File: config.mk
export PLATFORM = sky130hd
export DESIGN_NAME = lcd_host_seq_flat
export DESIGN_NICKNAME = d
export VERILOG_FILES = /design/src/rtl/lcd_host_seq_if.sv /design/src/rtl/lcd_host_seq.sv /design/src/flat_wrapper.sv
export SDC_FILE = /design/constraint.sdc
export NUM_CORES = 1
export LEC_CHECK = 0
export CAP_MARGIN = 20
export CORE_ASPECT_RATIO = 0.5
export CORE_MARGIN = 4
export CORE_UTILIZATION = 42
export CTS_BUF_LIST = sky130_fd_sc_hd__clkbuf_4 sky130_fd_sc_hd__clkbuf_8 sky130_fd_sc_hd__clkbuf_16
export DETAILED_ROUTE_END_ITERATION = 8
export PLACE_DENSITY = 0.75
export SLEW_MARGIN = 20
export SYNTH_ARGS = -nofsm -noshare
export SYNTH_HDL_FRONTEND = slang
export SYNTH_SLANG_ARGS = --single-unit
File: constraint.sdc
create_clock -name clk -period 1.7 [get_ports clk]
set_input_delay 0.34 -clock clk [delete_from_list [all_inputs] [get_ports clk]]
set_output_delay 0.34 -clock clk [all_outputs]
set_load 0.05 [all_outputs]
File: src/rtl/lcd_host_seq_if.sv
// Bus bundle between the LCD host sequencer, its command ROM,
// the LCD controller and the image-buffer write port.
interface lcd_host_seq_if;
  logic        start;
  logic        CROM_EN;
  logic [4:0]  CROM_A;
  logic [3:0]  CROM_Q;
  logic [2:0]  cmd;
  logic        cmd_valid;
  logic        busy;
  logic        done;
  logic        IRB_RW;
  logic [5:0]  IRB_A;
  logic [7:0]  IRB_D;
  logic [13:0] img_sum;
  logic [6:0]  wr_count;
  logic        fin;
  logic        err;

  // Sequencer side: drives ROM reads, LCD commands and status.
  modport master (
    input  start, CROM_Q, busy, done, IRB_RW, IRB_A, IRB_D,
    output CROM_EN, CROM_A, cmd, cmd_valid, img_sum, wr_count, fin, err
  );

  // Environment side: ROM, LCD controller and the host.
  modport slave (
    output start, CROM_Q, busy, done, IRB_RW, IRB_A, IRB_D,
    input  CROM_EN, CROM_A, cmd, cmd_valid, img_sum, wr_count, fin, err
  );
endinterface

File: src/rtl/lcd_host_seq.sv
// LCD host sequencer: walks a command-ROM script, issues each opcode to the
// LCD controller when it is idle, waits (with a watchdog) for the image Write
// to complete, and in parallel sums and counts image-buffer writes.
module lcd_host_seq (
  input  logic           clk,
  input  logic           rst_n,
  lcd_host_seq_if.master bus
);

  typedef enum logic [2:0] {
    IDLE,
    FETCH,
    LATCH,
    ISSUE,
    WAIT_DONE,
    FINISH
  } state_t;

  localparam logic [7:0] WDOG_LIMIT = 8'd200;
  localparam logic [6:0] MAX_WRITES = 7'd64;
  localparam logic [4:0] LAST_ADDR  = 5'd31;

  state_t      state_q, state_d;
  logic        crom_en_q, crom_en_d;
  logic [4:0]  crom_a_q, crom_a_d;
  logic [2:0]  cmd_q, cmd_d;
  logic        cmd_valid_q, cmd_valid_d;
  logic [13:0] img_sum_q, img_sum_d;
  logic [6:0]  wr_count_q, wr_count_d;
  logic        fin_q, fin_d;
  logic        err_q, err_d;
  logic [7:0]  wdog_q, wdog_d;
  logic [2:0]  opcode_q, opcode_d;
  logic        last_q, last_d;
  logic        restart;

  // Next-state logic: image capture first, then the script FSM, with a
  // restart clear applied last so it overrides a same-cycle capture.
  always_comb begin
    state_d     = state_q;
    crom_en_d   = crom_en_q;
    crom_a_d    = crom_a_q;
    cmd_d       = cmd_q;
    cmd_valid_d = 1'b0;
    img_sum_d   = img_sum_q;
    wr_count_d  = wr_count_q;
    fin_d       = fin_q;
    err_d       = err_q;
    wdog_d      = wdog_q;
    opcode_d    = opcode_q;
    last_d      = last_q;
    restart     = 1'b0;

    if (!bus.IRB_RW) begin
      if (wr_count_q == MAX_WRITES) begin
        err_d = 1'b1;
      end else begin
        img_sum_d  = img_sum_q + {6'd0, bus.IRB_D};
        wr_count_d = wr_count_q + 7'd1;
        if (bus.IRB_A != wr_count_q[5:0]) begin
          err_d = 1'b1;
        end
      end
    end

    case (state_q)
      IDLE: begin
        crom_en_d = 1'b1;
        restart   = bus.start;
      end
      FETCH: begin
        crom_en_d = 1'b1;
        state_d   = LATCH;
      end
      LATCH: begin
        opcode_d = bus.CROM_Q[2:0];
        last_d   = bus.CROM_Q[3];
        state_d  = ISSUE;
      end
      ISSUE: begin
        if (!bus.busy) begin
          cmd_d       = opcode_q;
          cmd_valid_d = 1'b1;
          if (opcode_q == 3'b000) begin
            if (!last_q) begin
              err_d = 1'b1;
            end
            wdog_d  = 8'd0;
            state_d = WAIT_DONE;
          end else if (last_q || (crom_a_q == LAST_ADDR)) begin
            err_d   = 1'b1;
            fin_d   = 1'b1;
            state_d = FINISH;
          end else begin
            crom_a_d  = crom_a_q + 5'd1;
            crom_en_d = 1'b0;
            state_d   = FETCH;
          end
        end
      end
      WAIT_DONE: begin
        if (bus.done) begin
          fin_d   = 1'b1;
          state_d = FINISH;
        end else if (wdog_q == WDOG_LIMIT - 8'd1) begin
          wdog_d  = WDOG_LIMIT;
          err_d   = 1'b1;
          fin_d   = 1'b1;
          state_d = FINISH;
        end else begin
          wdog_d = wdog_q + 8'd1;
        end
      end
      FINISH: begin
        fin_d     = 1'b1;
        crom_en_d = 1'b1;
        restart   = bus.start;
      end
      default: begin
        state_d   = IDLE;
        crom_en_d = 1'b1;
      end
    endcase

    if (restart) begin
      state_d    = FETCH;
      crom_a_d   = 5'd0;
      crom_en_d  = 1'b0;
      img_sum_d  = 14'd0;
      wr_count_d = 7'd0;
      err_d      = 1'b0;
      fin_d      = 1'b0;
      wdog_d     = 8'd0;
    end
  end

  // State and output registers; reset aborts any script immediately.
  always_ff @(posedge clk or negedge rst_n) begin
    if (!rst_n) begin
      state_q     <= IDLE;
      crom_en_q   <= 1'b1;
      crom_a_q    <= 5'd0;
      cmd_q       <= 3'b001;
      cmd_valid_q <= 1'b0;
      img_sum_q   <= 14'd0;
      wr_count_q  <= 7'd0;
      fin_q       <= 1'b0;
      err_q       <= 1'b0;
      wdog_q      <= 8'd0;
      opcode_q    <= 3'b001;
      last_q      <= 1'b0;
    end else begin
      state_q     <= state_d;
      crom_en_q   <= crom_en_d;
      crom_a_q    <= crom_a_d;
      cmd_q       <= cmd_d;
      cmd_valid_q <= cmd_valid_d;
      img_sum_q   <= img_sum_d;
      wr_count_q  <= wr_count_d;
      fin_q       <= fin_d;
      err_q       <= err_d;
      wdog_q      <= wdog_d;
      opcode_q    <= opcode_d;
      last_q      <= last_d;
    end
  end

  assign bus.CROM_EN   = crom_en_q;
  assign bus.CROM_A    = crom_a_q;
  assign bus.cmd       = cmd_q;
  assign bus.cmd_valid = cmd_valid_q;
  assign bus.img_sum   = img_sum_q;
  assign bus.wr_count  = wr_count_q;
  assign bus.fin       = fin_q;
  assign bus.err       = err_q;

endmodule

File: src/flat_wrapper.sv
// flat-port wrapper written by rule: the top's interface ports become plain ports
module lcd_host_seq_flat 
  (clk, rst_n, bus_start, bus_CROM_Q, bus_busy, bus_done, bus_IRB_RW, bus_IRB_A, bus_IRB_D, bus_CROM_EN, bus_CROM_A, bus_cmd, bus_cmd_valid, bus_img_sum, bus_wr_count, bus_fin, bus_err);
  lcd_host_seq_if bus_i ();
  input  logic clk;
  input  logic rst_n;
  input wire logic [$bits(bus_i.start)-1:0] bus_start;
  input wire logic [$bits(bus_i.CROM_Q)-1:0] bus_CROM_Q;
  input wire logic [$bits(bus_i.busy)-1:0] bus_busy;
  input wire logic [$bits(bus_i.done)-1:0] bus_done;
  input wire logic [$bits(bus_i.IRB_RW)-1:0] bus_IRB_RW;
  input wire logic [$bits(bus_i.IRB_A)-1:0] bus_IRB_A;
  input wire logic [$bits(bus_i.IRB_D)-1:0] bus_IRB_D;
  output wire logic [$bits(bus_i.CROM_EN)-1:0] bus_CROM_EN;
  output wire logic [$bits(bus_i.CROM_A)-1:0] bus_CROM_A;
  output wire logic [$bits(bus_i.cmd)-1:0] bus_cmd;
  output wire logic [$bits(bus_i.cmd_valid)-1:0] bus_cmd_valid;
  output wire logic [$bits(bus_i.img_sum)-1:0] bus_img_sum;
  output wire logic [$bits(bus_i.wr_count)-1:0] bus_wr_count;
  output wire logic [$bits(bus_i.fin)-1:0] bus_fin;
  output wire logic [$bits(bus_i.err)-1:0] bus_err;
  assign bus_i.start = bus_start;
  assign bus_i.CROM_Q = bus_CROM_Q;
  assign bus_i.busy = bus_busy;
  assign bus_i.done = bus_done;
  assign bus_i.IRB_RW = bus_IRB_RW;
  assign bus_i.IRB_A = bus_IRB_A;
  assign bus_i.IRB_D = bus_IRB_D;
  assign bus_CROM_EN = bus_i.CROM_EN;
  assign bus_CROM_A = bus_i.CROM_A;
  assign bus_cmd = bus_i.cmd;
  assign bus_cmd_valid = bus_i.cmd_valid;
  assign bus_img_sum = bus_i.img_sum;
  assign bus_wr_count = bus_i.wr_count;
  assign bus_fin = bus_i.fin;
  assign bus_err = bus_i.err;
  lcd_host_seq u_core (.clk(clk), .rst_n(rst_n), .bus(bus_i));
endmodule
### Sequential cells coloured by netlist name, run 1

Other sequential cells in the stronger grey, the rest of the logic in the fainter grey.
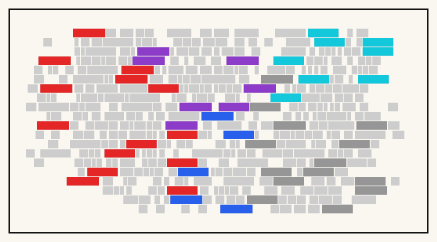
- red: u_core.bus.img_sum (flops 14)
- blue: u_core.bus.CROM_A (flops 5)
- purple: u_core.bus.wr_count (flops 7)
- cyan: u_core.wdog_q (flops 8; where upper right)
- not coloured: 14

### Routing congestion map, run 1

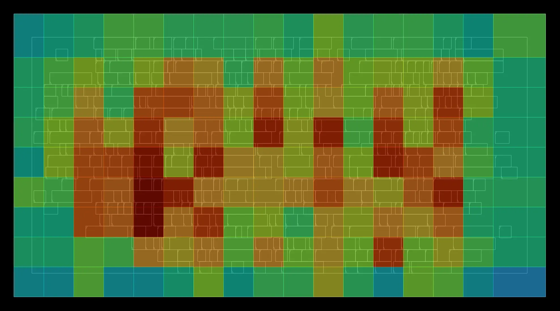
WL per Instance: 16.2 um
grt met2 use: 35.9%

### Routed metal, one colour a layer, run 1

Only two layers are drawn.
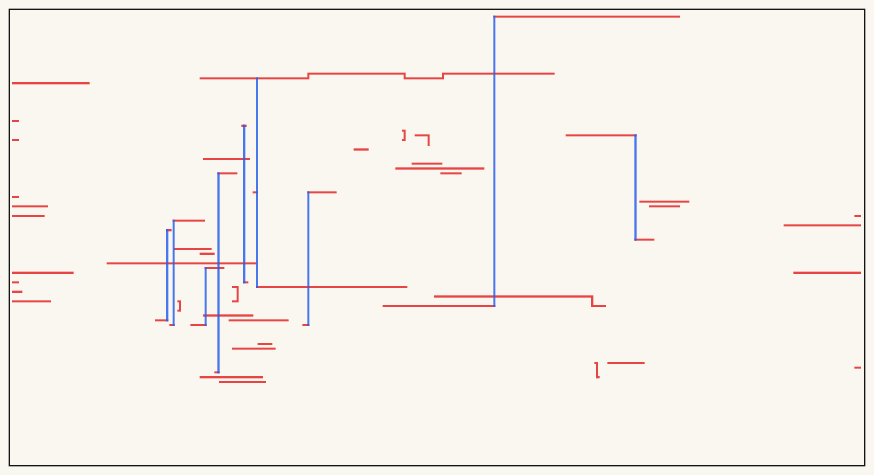
- red: metal 3 (wire length 356 um)
- blue: metal 4 (wire length 192 um)
Final Routed Wirelength: 8180 um
total track usage: 20.9%
routed vias: 2,703

-- run 1: power breakdown --
part	switching [mW]	internal (mW)	total, mW
registers	0.413	1.61	2.02
logic	2.84	2.33	5.17
clock network	0.442	0.605	1.05
total	3.69	4.54	8.23
-- run 1: through the flow --
| stage | util [%] | TNS, ps | instances | setup slack [ps] |
|---|---|---|---|---|
| 3_3_place_gp | 64.4 | -10750 | 485 | -754 |
| 4_1_cts | 69.1 | -1070 | 498 | -336 |
| 6_report | 71.0 | -1570 | 504 | -383 |
| 5_1_grt | 71.0 | -2340 | 504 | -502 |
| 3_5_place_dp | 64.4 | -11130 | 485 | -840 |
| 2_1_floorplan | - | -2000 | 291 | -395 |
==> results.toml, run 1 <==
# yosys + openroad results
[status]
status = "finished, violations left"
failed_checks = "negative setup slack"

[timing]
fin_crit_sh_pct = 123
slew_viol_final = 0
timing.final.ws_setup_ps = -383
min_period_ps = 2080
setup_viol = 9
hold_violations = 0
hold_slack_ps = 489

[cells_and_area]
logic_gates = 219
nNonClkInverters = 12
fillers = 463
final_area_um2 = 4410
comb_area_um2 = 1770
largest_cell_class = "combinational gates"
n_clock_buffer = 7

[synth]
synthCells = 291
top_cell = "dfrtp_1"
edf_count = 0
fp_nets = 329
mux_area_share_pct = 4.00
synth.avg_cell_area_um2 = 9.45
ys.flop_type = "dfrtp_1"
ys_sh_simple_pct = 18.7
ys_warn_count = 0
synth_flops = 48
ys_cells = 291
xor_area_share_pct = 6.05
logic_family = "simple AND/OR/NAND/NOR gates"

[route]
vias_per_cell = 5.36

[power_and_ir_drop]
p_leak_nw = 1.96

[setup_path]
critical_path.top_delay_family = "AND-OR/OR-AND gates"
critPathCaptureType = "flop"
startpoint = "u_core.bus.img_sum[0]$_DFFE_PN0P_"
cp.arrival_ps = 2300
r2r-end = "u_core.bus.img_sum[8]$_DFFE_PN0P_"
path_depth = 8

[global_routing]
grt_overflow = 0
grt_pass1_vias = 2781
top_usage_layer = "met2"
grt.met1_usage_pct = 24.5

[floorplanning]
row_count = 20
fp.dieW_um = 122
dieArea_um2 = 7990

[cts]
post_cts.repair.setup_buffers = 4
cts_max_level = 2
### Ports around the boundary, run 1

Pins as bars across the die edge, other pins in grey.
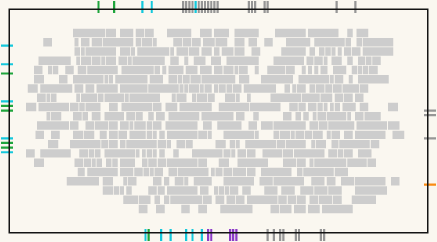

==> inputs of run 2 (changes only) <==
--- a/config.mk
+++ b/config.mk
@@ -7,7 +7,6 @@
 export LEC_CHECK = 0
 export CAP_MARGIN = 20
 export CORE_ASPECT_RATIO = 0.5
-export CORE_MARGIN = 4
 export CORE_UTILIZATION = 42
 export CTS_BUF_LIST = sky130_fd_sc_hd__clkbuf_4 sky130_fd_sc_hd__clkbuf_8 sky130_fd_sc_hd__clkbuf_16
 export DETAILED_ROUTE_END_ITERATION = 8
### Ports around the boundary, run 2

Pins as bars across the die edge, other pins in grey.
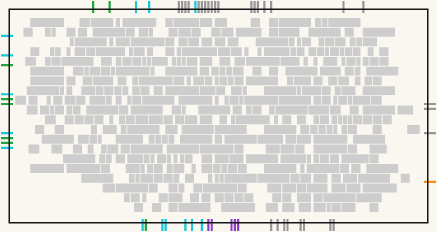
- green: bus_IRB_D (pins 8; direction input; edge 5 left, 2 top, 1 bottom)
- orange: bus_cmd_valid (pins 1; direction output; edge right)
- purple: bus_CROM_A (pins 5; direction output; edge bottom)
- cyan: bus_img_sum (pins 14; direction output; edge 6 bottom, 5 left, 3 top)
- all pins by edge: 23 top, 20 bottom, 10 left, 4 right

==> run 2 against run 1 <==
Net effect:
- the flow still finishes with violations (negative setup slack)
- utilization rose by 0.75 points
- non-clock buffer count increased by 6
- combinational power is 0.8% lower
- largest cell class unchanged
- flip-flop count stayed put
- critical path type unchanged
- clock skew grew 0.87 ps
- fmax rose by 3.7%
- wire length is 2.3% lower
- global-route usage is 2.0 points higher
- count of clock-buffer cells in the layout shrank 1
- worst setup slack gained 74 ps
- sequential power about the same
==> results.toml, run 2 <==
# yosys + openroad results
[global_routing]
grt_overflow = 0
top_usage_layer = "met2"

[power_and_ir_drop]
p_seq_mw = 2.01
p_switching_mw = 3.62
p_seq_share_pct = 24.7
pwr.group.combinational_mw = 5.13

[timing]
hold_slack_ps = 8.90
setup_viol = 7
hold_violations = 0
fin_setup_tns_ps = -1180
timing.final.ws_setup_ps = -309

[synth]
fp_nets = 329
ys_cells = 291
top_cell = "dfrtp_1"

[placement]
pre_cts_ws_ps = -838

[setup_path]
r2r-end = "u_core.bus.img_sum[8]$_DFFE_PN0P_"
critPathCaptureType = "flop"
startpoint = "u_core.bus.img_sum[0]$_DFFE_PN0P_"
path_depth = 8

[status]
failed_checks = "negative setup slack"
status = "finished, violations left"

[cells_and_area]
final_area_um2 = 4450
comb_area_um2 = 1780

[route]
wirelength_um = 8000
vias = 2722
## run 2: cell counts after synthesis
Identical to the previous run, type by type.
## run 2: logic make-up (layout without fill, tap and decap cells)
logic type	Yosys count	after routing	share of synthesized area, %
AND/OR/NAND/NOR	105	105	18.7
buffers and inverters	24	155	3.96
XOR/XNOR	19	19	6.05
multiplexers	10	10	4.00
flip-flops	48	48	43.8
AND-OR/OR-AND	71	71	16.8
adder cells (fa/ha/maj)	14	14	6.64
## run 2: final cells by class
cell class / count / share of cell area (%)
Clock buffer: 6 / 2.98
Clock inverter: 2 / 0.281
Tap cell: 88 / 2.47
Multi-Input combinational cell: 219 / 40.0
Sequential cell: 48 / 27.5
Timing Repair Buffer: 135 / 25.7
Inverter: 12 / 1.01
No activity file was given, so power comes from the tool's default toggle rates.
